$ cat src/rtl/apac_keypad_entry_pkg.sv
// Shared constants and types for the parking access keypad path.
// Key codes and state encodings are common to entry and access FSMs.
package apac_keypad_entry_pkg;

  localparam int DEF_DIGIT_W     = 4;
  localparam int DEF_N_DIGITS    = 2;
  localparam int DEF_PW_W        = DEF_DIGIT_W * DEF_N_DIGITS;
  localparam int DEF_TIMEOUT_CYC = 64;
  localparam int DEF_TMR_W       = 7;

  localparam logic [3:0] KEY_MAX_DIGIT = 4'h9;
  localparam logic [3:0] KEY_CLEAR     = 4'hA;
  localparam logic [3:0] KEY_ENTER     = 4'hB;

  typedef enum logic [1:0] {
    ST_IDLE    = 2'd0,
    ST_COLLECT = 2'd1,
    ST_SUBMIT  = 2'd2
  } state_t;

endpackage

$ cat src/rtl/apac_entry_timer.sv
// Inactivity timer for keypad entry.
// Saturating up-counter; expired is high for the one enabled cycle at TIMEOUT_CYC-1.
module apac_entry_timer
  import apac_keypad_entry_pkg::*;
#(
  parameter int TIMEOUT_CYC = DEF_TIMEOUT_CYC,
  parameter int TMR_W       = DEF_TMR_W
) (
  input  logic clk,
  input  logic rst,
  input  logic clear,
  input  logic en,
  output logic expired
);

  logic [TMR_W-1:0] cnt_q;

  always_ff @(posedge clk or negedge rst) begin
    if (!rst) begin
      cnt_q <= '0;
    end else if (clear) begin
      cnt_q <= '0;
    end else if (en && cnt_q != TMR_W'(TIMEOUT_CYC)) begin
      cnt_q <= cnt_q + 1'b1;
    end
  end

  assign expired = en && (cnt_q == TMR_W'(TIMEOUT_CYC - 1));

endmodule

$ cat src/rtl/apac_keypad_entry.sv
// Keypad entry stage: collects digits while a car waits and
// hands a completed password to the access FSM with a one-cycle strobe.
module apac_keypad_entry
  import apac_keypad_entry_pkg::*;
#(
  parameter int DIGIT_W     = DEF_DIGIT_W,
  parameter int N_DIGITS    = DEF_N_DIGITS,
  parameter int TIMEOUT_CYC = DEF_TIMEOUT_CYC,
  parameter int TMR_W       = DEF_TMR_W
) (
  input  logic                           clk,
  input  logic                           rst,
  input  logic                           sensor_1,
  input  logic                           key_valid,
  input  logic [DIGIT_W-1:0]             key_code,
  output logic [DIGIT_W*N_DIGITS-1:0]    psswrd_atmpt,
  output logic                           try_psswrd,
  output logic                           entry_busy,
  output logic [$clog2(N_DIGITS+1)-1:0]  digit_count,
  output logic                           entry_err
);

  localparam int PW_W  = DIGIT_W * N_DIGITS;
  localparam int CNT_W = $clog2(N_DIGITS + 1);

  state_t           state, state_n;
  logic [PW_W-1:0]  shift_q, shift_n;
  logic [CNT_W-1:0] cnt_q, cnt_n;
  logic             err_n;
  logic             pw_load;
  logic             tmr_clear;
  logic             tmr_en;
  logic             tmr_expired;
  logic             key_digit;
  logic             key_clear;
  logic             key_enter;
  logic             cnt_full;

  assign key_digit = key_valid && (key_code <= DIGIT_W'(KEY_MAX_DIGIT));
  assign key_clear = key_valid && (key_code == DIGIT_W'(KEY_CLEAR));
  assign key_enter = key_valid && (key_code == DIGIT_W'(KEY_ENTER));
  assign cnt_full  = (cnt_q == CNT_W'(N_DIGITS));
  assign tmr_en    = (state == ST_COLLECT);

  apac_entry_timer #(
    .TIMEOUT_CYC (TIMEOUT_CYC),
    .TMR_W       (TMR_W)
  ) u_timer (
    .clk     (clk),
    .rst     (rst),
    .clear   (tmr_clear),
    .en      (tmr_en),
    .expired (tmr_expired)
  );

  always_comb begin
    state_n   = state;
    shift_n   = shift_q;
    cnt_n     = cnt_q;
    err_n     = 1'b0;
    pw_load   = 1'b0;
    tmr_clear = 1'b1;
    unique case (state)
      ST_IDLE: begin
        if (sensor_1) begin
          state_n = ST_COLLECT;
          shift_n = '0;
          cnt_n   = '0;
        end
      end
      ST_COLLECT: begin
        tmr_clear = 1'b0;
        // Losing the car outranks any key on the same edge.
        if (!sensor_1) begin
          state_n   = ST_IDLE;
          shift_n   = '0;
          cnt_n     = '0;
          tmr_clear = 1'b1;
        end else begin
          unique case (1'b1)
            key_digit: begin
              tmr_clear = 1'b1;
              if (!cnt_full) begin
                shift_n = {shift_q[PW_W-DIGIT_W-1:0], key_code};
                cnt_n   = cnt_q + 1'b1;
              end else begin
                err_n = 1'b1;
              end
            end
            key_clear: begin
              tmr_clear = 1'b1;
              shift_n   = '0;
              cnt_n     = '0;
            end
            key_enter: begin
              tmr_clear = 1'b1;
              shift_n   = '0;
              cnt_n     = '0;
              if (cnt_full) begin
                pw_load = 1'b1;
                state_n = ST_SUBMIT;
              end else begin
                err_n = 1'b1;
              end
            end
            default: begin
              if (tmr_expired) begin
                tmr_clear = 1'b1;
                shift_n   = '0;
                cnt_n     = '0;
              end
            end
          endcase
        end
      end
      ST_SUBMIT: begin
        state_n = sensor_1 ? ST_COLLECT : ST_IDLE;
      end
      default: begin
        state_n = ST_IDLE;
      end
    endcase
  end

  always_ff @(posedge clk or negedge rst) begin
    if (!rst) begin
      state        <= ST_IDLE;
      shift_q      <= '0;
      cnt_q        <= '0;
      psswrd_atmpt <= '0;
      try_psswrd   <= 1'b0;
      entry_busy   <= 1'b0;
      entry_err    <= 1'b0;
    end else begin
      state      <= state_n;
      shift_q    <= shift_n;
      cnt_q      <= cnt_n;
      try_psswrd <= (state == ST_SUBMIT);
      entry_busy <= (state_n != ST_IDLE);
      entry_err  <= err_n;
      if (pw_load) begin
        psswrd_atmpt <= shift_q;
      end
    end
  end

  assign digit_count = cnt_q;

endmodule

$ cat config.mk
export PLATFORM = sky130hd
export DESIGN_NAME = apac_keypad_entry
export DESIGN_NICKNAME = d
export VERILOG_FILES = /design/src/rtl/apac_keypad_entry_pkg.sv /design/src/rtl/apac_entry_timer.sv /design/src/rtl/apac_keypad_entry.sv
export SDC_FILE = /design/constraint.sdc
export NUM_CORES = 1
export LEC_CHECK = 0
export CELL_PAD_IN_SITES_DETAIL_PLACEMENT = 0
export CELL_PAD_IN_SITES_GLOBAL_PLACEMENT = 1
export CORE_UTILIZATION = 40
export CTS_BUF_LIST = sky130_fd_sc_hd__clkbuf_8
export DETAILED_ROUTE_END_ITERATION = 16
export GPL_ROUTABILITY_DRIVEN = 0
export GPL_TIMING_DRIVEN = 0
export PLACE_DENSITY_LB_ADDON = 0.2
export SLEW_MARGIN = 20
export SYNTH_ARGS = -nofsm -noshare
export SYNTH_HDL_FRONTEND = slang
export SYNTH_SLANG_ARGS = --single-unit
export TNS_END_PERCENT = 20
$ cat constraint.sdc
create_clock -name clk -period 1.6 [get_ports clk]
set_input_delay 0.32 -clock clk [delete_from_list [all_inputs] [get_ports clk]]
set_output_delay 0.32 -clock clk [all_outputs]
set_load 0.01 [all_outputs]
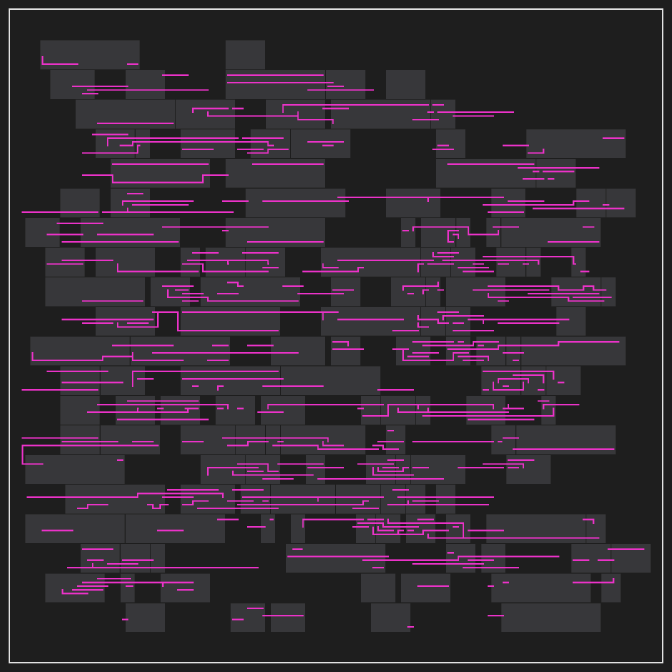
run_1/m1.png
share of all routed wire: 48%
main direction: horizontal
wire length on this layer: 1320 um
total number of vias: 954
Detailed Route WL: 2717 um

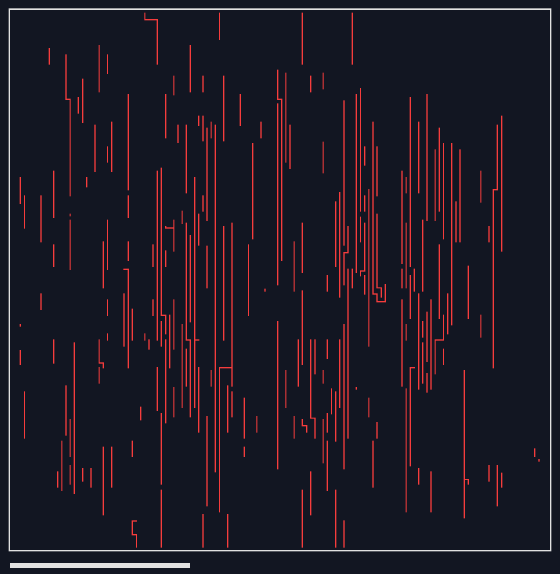
run_1/m2.png
Bar = 20 um.
share of all routed wire: 47%
longest straight run: 38.4 um
GR Util met2: 28.57%

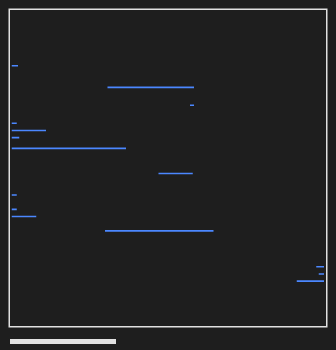
run_1/m3.png
Bar = 20 um.
main direction: horizontal
wire length on this layer: 85.6 um
nets with wire on the layer: 11
share of all routed wire: 3.2%
grt met3 use: 6.494%

==> ci_impl_report.md, run 1 <==
### Metrics collected by this job

| Metric | Value |
|---|---|
| Worst EP arrival | `1.92 ns` |
| Synthesized area per cell | `12.64 um^2` |
| Setup WS post-layout | `-0.1518 ns` |
| Largest net degree at the start of global routing | `31` |
| Pre-antenna DRT Iters | `3` |
| Area grow syn2layout | `36.13%` |
| Fin nets | `155` |
| Slowest cell on crit path | `dfrtp_1` |
| Clock sinks | `30` |
| Top_reg_cell synth | `dfrtp_1` |
| Core Region | `0.003128 mm^2` |
| Hold Fails Final Rpt | `0` |
| Class of the worst hold path | `primary input to asynchronous set/reset pin` |
| Worst hold slack | `0.06435 ns` |
| Synthesized cell area | `0.001340 mm^2` |
| IO Pins | `21` |
| Floorplan net count | `117` |
| CP Cell Sequence | `ha_2 -> inv_2 -> or3_4 -> a211o_1 -> buf_6 -> mux2_4` |
| Global route overflow | `0` |
| Crit. End Element | `register` |
| Placed cell areas | `0.001618 mm^2` |
| Flop pwr share | `51.5%` |
| Antenna-violating nets left | `0` |
| Relative slew slack | `56.37%` |
| Cell Int Power | `1160 uW` |
| Cells after Synth | `106` |
| Worst-path fanout max | `5` |
| Number of global-route vias before repair | `935` |
| CP peak stage delay | `0.37 ns` |
| Number of synthesized flops with an enable pin | `0` |
| Layout cell share with drive strength beyond 1 | `35.17%` |
| Failing checks | `negative setup slack` |
| Largest area contributor in the netlist | `dfrtp_1` |
| Power, Total | `1507 uW` |
| Unrepaired setup endpoints after global routing | `yes` |
| Tcrit/Tclk final | `109.5%` |
| Finished Cell Area | `0.001824 mm^2` |
| DR WL/cell | `14.38 um` |
| Status | `finished with violations` |
| TritonCTS clock tree | `done` |
| Clk slew on worst S/H paths | `0.06 ns` |
| Synth top area share | `56.02%` |
| Final HPWL DP | `1697 um` |
| Initial antenna violation count | `0` |
| DR vias/cell | `5.048` |
| Row cnt | `20` |
| Comb pwr share | `7.9%` |
| Top area cell types | `dfrtp_1 56%, mux2_2 7.6%, a22o_2 6.7%` |
| Fin util | `58.32%` |
| Synth flops | `30` |
| Skew final | `0.005292 ns` |
| Setup Crit Path Kind | `register to register` |
| Min Clock Period, post-route | `1.752 ns` |
| Gr usage total | `17.83%` |
| Reg area | `752.0 um^2` |
| Share of flip-flops with an asynchronous set or reset | `100.0%` |
| DRC Markers | `0` |
| Synth unique cells | `36` |
| Sw Share | `23.02%` |
| Fmax | `570.8 MHz` |
| Inserted Clock Buffers | `5` |
| Filler instances | `282` |
| Chip Area | `0.003586 mm^2` |
| Root buf cell | `clkbuf_8` |
| Max Cap Viol | `0` |
| Chip area in the Yosys report | `0.001340 mm^2` |
| Critical Path Source Type | `register` |
| CTS H-tree lvls | `2` |
| Initial DRC Count | `24` |
| Switching Power | `346.9 uW` |
| Least-Margin Pin Slew | `0.6544 ns` |
| Max-slew violations | `0` |
| Peak VDD IR | `0.6047 mV` |
| Leakage | `0.0008777 uW` |
| FP Core Util | `42.84%` |
| Non-filler instance count after layout | `189` |
| Logic area | `611.8 um^2` |
| Pwr/cell area | `826.0 mW/mm^2` |
| Die width | `59.88 um` |
| Clk pwr share | `40.6%` |
| N_diodes | `0` |
| PortBufs | `20` |
| Seq/Total Area, Yosys | `56.02%` |
| Placed Cells | `170` |
| Die Y-Extent | `59.88 um` |
| Yosys Instances | `106` |
| Final setup fails | `11` |
| Buffers & Inverters on Critical Path | `2` |
| First-pass GRT wire length | `4491 um` |
| Clk_lat worst skew | `0.28 ns` |
| Clock buffer depth | `2` |
| YS warnings | `0` |
| CP delay by family, top | `flip-flops` |
| Tool warnings | `30` |
| WP data required | `1.76 ns` |
## run 1: stage by stage
stage	TNS, ns	setup WS [ns]
final	-1.148	-0.1518
after global routing	-2.226	-0.1972
after CTS	-1.374	-0.1762
after detailed placement	-10.58	-0.6890
after global placement	-19.91	-0.6730
after floorplan	-1.563	-0.1437
## run 1: flip-flops by register name, indices dropped and copies added, names as in the netlist
register	flops
state	2
entry_err	1
entry_busy	1
u_timer.cnt_q	7
psswrd_atmpt	8
digit_count	2
shift_q	8
try_psswrd	1
## run 1: what timing repair did
item | 4_1_cts | 5_1_grt
pin swaps | 4 | 2
resized | 10 | 6
cloned | 1 | 0
setup buffers | 10 | 0
setup endpoints to repair | 19 | 22
hold buffers | 0 | 0
## run 1: synth_stat cells (2+ instances only)
cell type,count
nand4_1,5
nand3_1,2
a21oi_1,2
ha_1,3
nand2_1,4
dfrtp_1,30
inv_1,6
mux2_2,9
a22o_2,9
nor2_1,7
xor2_1,4
## run 1: cell type report
class / instances / share of cell area (%)
clock buffers: 6 / 4.527
plain buffers: 2 / 0.8916
clock inverters: 2 / 0.4801
flip-flops and latches: 30 / 41.22
repair buffers: 31 / 15.09
inverters: 6 / 1.235
well taps: 44 / 3.018
multi-input cells: 68 / 33.54
## run 1: power by group through the flow
stage | Combinational [uW] | Clock (uW) | Sequential, uW
after floorplan | 54.0 | 0 | 791
after global placement | 113 | 0 | 791
after detailed placement | 113 | 0 | 791
after CTS | 122 | 628 | 776
after global routing | 132 | 666 | 777
final | 119 | 611 | 776
## run 1: per-layer routing
layer | GRT usage, % | vias to the layer above | part of all wire (%)
met5 | 0 | - | 0
met4 | 6.977 | 0 | 1.5
met3 | 6.494 | 5 | 3.1
met2 | 28.57 | 16 | 47
met1 | 21.81 | 474 | 48
li1 | - | 459 | -
## run 1: placed cells by master, fill, tap and decap left out, types with 2 or more instances in the layout
master / instances
a21oi_1: 2
a22o_2: 9
buf_2: 2
buf_4: 10
clkbuf_8: 6
clkdlybuf4s50_1: 13
dfrtp_1: 29
dlygate4sd2_1: 4
dlymetal6s2s_1: 2
inv_1: 5
inv_2: 2
mux2_2: 3
mux2_4: 7
nand2_1: 3
nand4_1: 5
nor2_1: 7
xor2_1: 4
## run 1: final timing paths
| kind | from | to | slack, ns | depth (start not counted) |
|---|---|---|---|---|
| max in group asynchronous | rst | u_timer.cnt_q[2]$_DFFE_PN0P_ | 1.07 | 1 |
| min reg2reg | shift_q[5]$_DFFE_PN0P_ | shift_q[5]$_DFFE_PN0P_ | 0.50 | 1 |
| max reg2reg | u_timer.cnt_q[1]$_DFFE_PN0P_ | digit_count[0]$_DFFE_PN0P_ | -0.15 | 6 |
| max | u_timer.cnt_q[1]$_DFFE_PN0P_ | digit_count[0]$_DFFE_PN0P_ | -0.15 | 6 |
| min | rst | u_timer.cnt_q[0]$_DFFE_PN0P_ | 0.06 | 1 |
| min in group clk | sensor_1 | entry_busy$_DFF_PN0_ | 0.41 | 2 |
## run 1: logic make-up after synthesis
kind of cell,synth area share (%)
simple gates,12.89
flops,56.02
xor+xnor,3.268
fa+ha+maj,2.801
mux,9.430
compound gates,12.70
buf+inv,2.894
==> run 1 -> run 2 <==
- clock period: 1.6 -> 1.5 ns (I/O delays scaled with it)
==> run 2 against run 1 <==
Compared with the run above:
- sequential cell count unchanged
- utilization increased by 0.56 points
- critical path type unchanged
- combinational power increased by 6%
- die area unchanged
- the flow still finishes with violations (negative setup slack)
- power increased by 6.6%
- maximum frequency about the same
- sequential share of layout area decreased by 0.39 points
- final cell count unchanged
- via count decreased by 0.21%
==> ci_impl_report.md, run 2 <==
### Metrics collected by this job

| Metric | Value |
|---|---|
| Status | `finished with violations` |
| Failing checks | `negative setup slack` |
| Yosys Instances | `106` |
| IO Pins | `21` |
| Row cnt | `20` |
| Cell Int Power | `1236 uW` |
| Clk pwr share | `40.6%` |
| Synth logic family | `simple AND/OR/NAND/NOR gates` |
| Unrepaired setup endpoints after global routing | `yes` |
| Reg2Reg Depth | `6` |
| Antenna-violating nets left | `0` |
| TritonCTS clock tree | `done` |
| Final setup fails | `21` |
| Flop pwr share | `51.5%` |
| Largest net degree at the start of global routing | `31` |
| Crit Reg-Reg Startpoint | `u_timer.cnt_q[1]$_DFFE_PN0P_` |
| Top area cell types | `dfrtp_1 56%, mux2_2 7.6%, a22o_2 6.7%` |
| Area grow syn2layout | `37.44%` |
| Tool warnings | `30` |
| Layout cell share with drive strength beyond 1 | `35.17%` |
| YS warnings | `0` |
| Seq/Total Area, Yosys | `56.02%` |
| Initial DRC Count | `29` |
| Placed cell areas | `0.001618 mm^2` |
| Worst-path fanout max | `5` |
| Most frequent logic cell in the layout | `dfrtp_1` |
| Sw Share | `23.05%` |
| Pre-antenna DRT Iters | `3` |
| CTS H-tree lvls | `2` |
| Setup crit end | `digit_count[0]$_DFFE_PN0P_` |
| Filler instances | `278` |
| Die Y-Extent | `59.88 um` |
| Relative slew slack | `56.34%` |
| Floorplan net count | `117` |
| Synth top area share | `56.02%` |
| Critical Path Source Type | `register` |
| Synth unique cells | `36` |
| Class of the worst hold path | `primary input to asynchronous set/reset pin` |
| Synth flops | `30` |
| DRC Markers | `0` |
| Max Cap Viol | `0` |
| Synthesized area per cell | `12.64 um^2` |
| Cells after Synth | `106` |
| Count leader, synth | `dfrtp_1` |
| Number of synthesized flops with an enable pin | `0` |
| Biggest regs | `psswrd_atmpt: 8 flops, shift_q: 8 flops, u_timer.cnt_q: 7 flops` |
| And+or+nand+nor area frac | `12.89%` |
| Tcrit/Tclk final | `116.8%` |
| Finished Cell Area | `0.001842 mm^2` |
| Most frequent cells in the layout | `29 x dfrtp_1, 10 x buf_4, 9 x mux2_4, 9 x a22o_2` |
| FP Core Util | `42.84%` |
| Initial antenna violation count | `0` |
| Die width | `59.88 um` |
| Xor/xnor share | `3.268%` |
| Largest area contributor in the netlist | `dfrtp_1` |
| Chip area in the Yosys report | `0.001340 mm^2` |
| Fin util | `58.88%` |
| DR WL/cell | `14.50 um` |
| Setup WS post-layout | `-0.2523 ns` |
| Clk slew on worst S/H paths | `0.06 ns` |
| Skew final | `0.005389 ns` |
| Root buf cell | `clkbuf_8` |
| Setup Crit Path Kind | `register to register` |
| Min Clock Period, post-route | `1.752 ns` |
| N_diodes | `0` |
| Global route overflow | `0` |
| Fa+ha+maj area frac | `2.801%` |
| Pre-CTS setup slack | `-0.7690 ns` |
| Clock buffer depth | `2` |
| First-pass GRT wire length | `4554 um` |
| Gr usage total | `18.06%` |
| PortBufs | `20` |
| Pwr/cell area | `872.1 mW/mm^2` |
| Fin nets | `155` |
| Mux frac, synth | `9.430%` |
| Synth top cells by count | `30 x dfrtp_1, 9 x a22o_2, 9 x mux2_2` |
| Leakage | `0.0009825 uW` |
| Peak VDD IR | `0.6446 mV` |
| Share of flip-flops with an asynchronous set or reset | `100.0%` |
| Reg2Reg Setup Slack | `-0.25 ns` |
| Worst Setup SP | `u_timer.cnt_q[1]$_DFFE_PN0P_` |
| Worst EP arrival | `1.92 ns` |
| Crit. End Element | `register` |
| Synthesized cell area | `0.001340 mm^2` |
| Worst R2R End | `digit_count[0]$_DFFE_PN0P_` |
| Core Region | `0.003128 mm^2` |
| WP data required | `1.66 ns` |
| Comb pwr share | `7.8%` |
| Final HPWL DP | `1697 um` |
| Power, Total | `1606 uW` |
| Number of global-route vias before repair | `943` |
| DR vias/cell | `5.037` |
| Max-slew violations | `0` |
| Least-Margin Pin Slew | `0.6549 ns` |
| AND-OR/OR-AND Cells, Area Fraction | `12.70%` |
| Non-filler instance count after layout | `189` |
| Fmax | `570.7 MHz` |
| Top_reg_cell synth | `dfrtp_1` |
| Switching Power | `370.2 uW` |
| Chip Area | `0.003586 mm^2` |
| Hold Fails Final Rpt | `0` |
| Post-CTS Hold Buffers | `0` |
| Placed Cells | `170` |
==> run 2: cell counts after synthesis <==
No cell type changed its count.
==> run 2: power by group through the flow <==
stage	logic (uW)	registers (uW)	clock network [uW]
2_1_floorplan	57.6	844	0
3_3_place_gp	121	843	0
3_5_place_dp	121	844	0
4_1_cts	128	828	669
5_1_grt	140	828	710
6_report	126	828	652
==> run 2: final cells by class <==
class | count | area, um^2 | share of cell area (%)
Sequential cell | 30 | 752.0 | 40.83
Multi-Input combinational cell | 68 | 619.3 | 33.63
Timing Repair Buffer | 31 | 285.3 | 15.49
Clock buffer | 6 | 82.58 | 4.484
Tap cell | 44 | 55.05 | 2.989
Inverter | 6 | 22.52 | 1.223
Buffer | 2 | 16.27 | 0.8832
Clock inverter | 2 | 8.758 | 0.4755
==> run 2: timing repair <==
item	4_1_cts	5_1_grt
endpoints found under the setup margin	21	27
gates resized	18	7
buffers inserted	10	0
gates cloned	1	0
pin swaps	4	2
==> run 2: stage by stage <==
step           hold WS [ns]  TNS [ns]
6_report            0.04443    -2.766
2_1_floorplan      0.004409    -3.363
3_5_place_dp         0.3695    -12.74
3_3_place_gp         0.4822    -24.48
5_1_grt             0.09278    -4.286
4_1_cts             0.06810    -2.943
==> run 2: cell families (layout without fill, tap and decap cells) <==
kind of cell               count (synthesis)  after routing
xor gates and xnor gates                   5              5
buffers and inverters                      8             47
AOI/OAI and AO/OA                         20             20
and+or+nand+nor                           29             29
muxes                                     11             11
DFF                                       30             30
adders and majority gates                  3              3
==> run 2: critical path: stages, from the launching register on <==
cell,delay [ns]
dfrtp_1,0.37
ha_2,0.20
inv_2,0.04
or3_4,0.33
a211o_1,0.30
buf_6,0.15
mux2_4,0.25
==> run 2: how the worst min path moves through the flow <==
stage	slack, ns	endpoint	from	cells after the start
2_1_floorplan	0.004	digit_count[0]$_DFFE_PN0P_	rst	0
3_3_place_gp	0.48	shift_q[5]$_DFFE_PN0P_	shift_q[5]$_DFFE_PN0P_	1
3_5_place_dp	0.37	entry_busy$_DFF_PN0_	rst	1
4_1_cts	0.07	u_timer.cnt_q[1]$_DFFE_PN0P_	rst	1
5_1_grt	0.09	u_timer.cnt_q[0]$_DFFE_PN0P_	rst	1
6_report	0.04	u_timer.cnt_q[0]$_DFFE_PN0P_	rst	1
==> run 2: routing by layer <==
metal | track usage [%] | wire (um)
met2 | 28.57 | 1281
met3 | 6.494 | 97
met5 | 0 | 0
met1 | 22.50 | 1322
met4 | 6.977 | 39
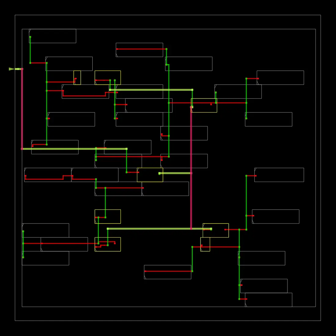
run_2/clock_nets.png
Inserted Clock Buffers: 5
clock sinks: 30
clk_lat worst skew: 0.28 ns

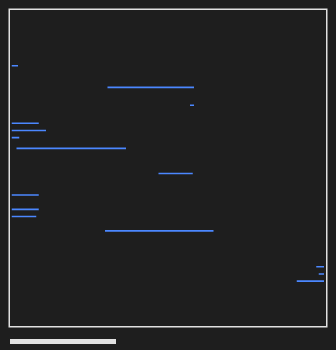
run_2/m3.png
Bar = 20 um.
total number of vias: 952
Detailed Route WL: 2740 um

Power and IR drop assume default switching activity.
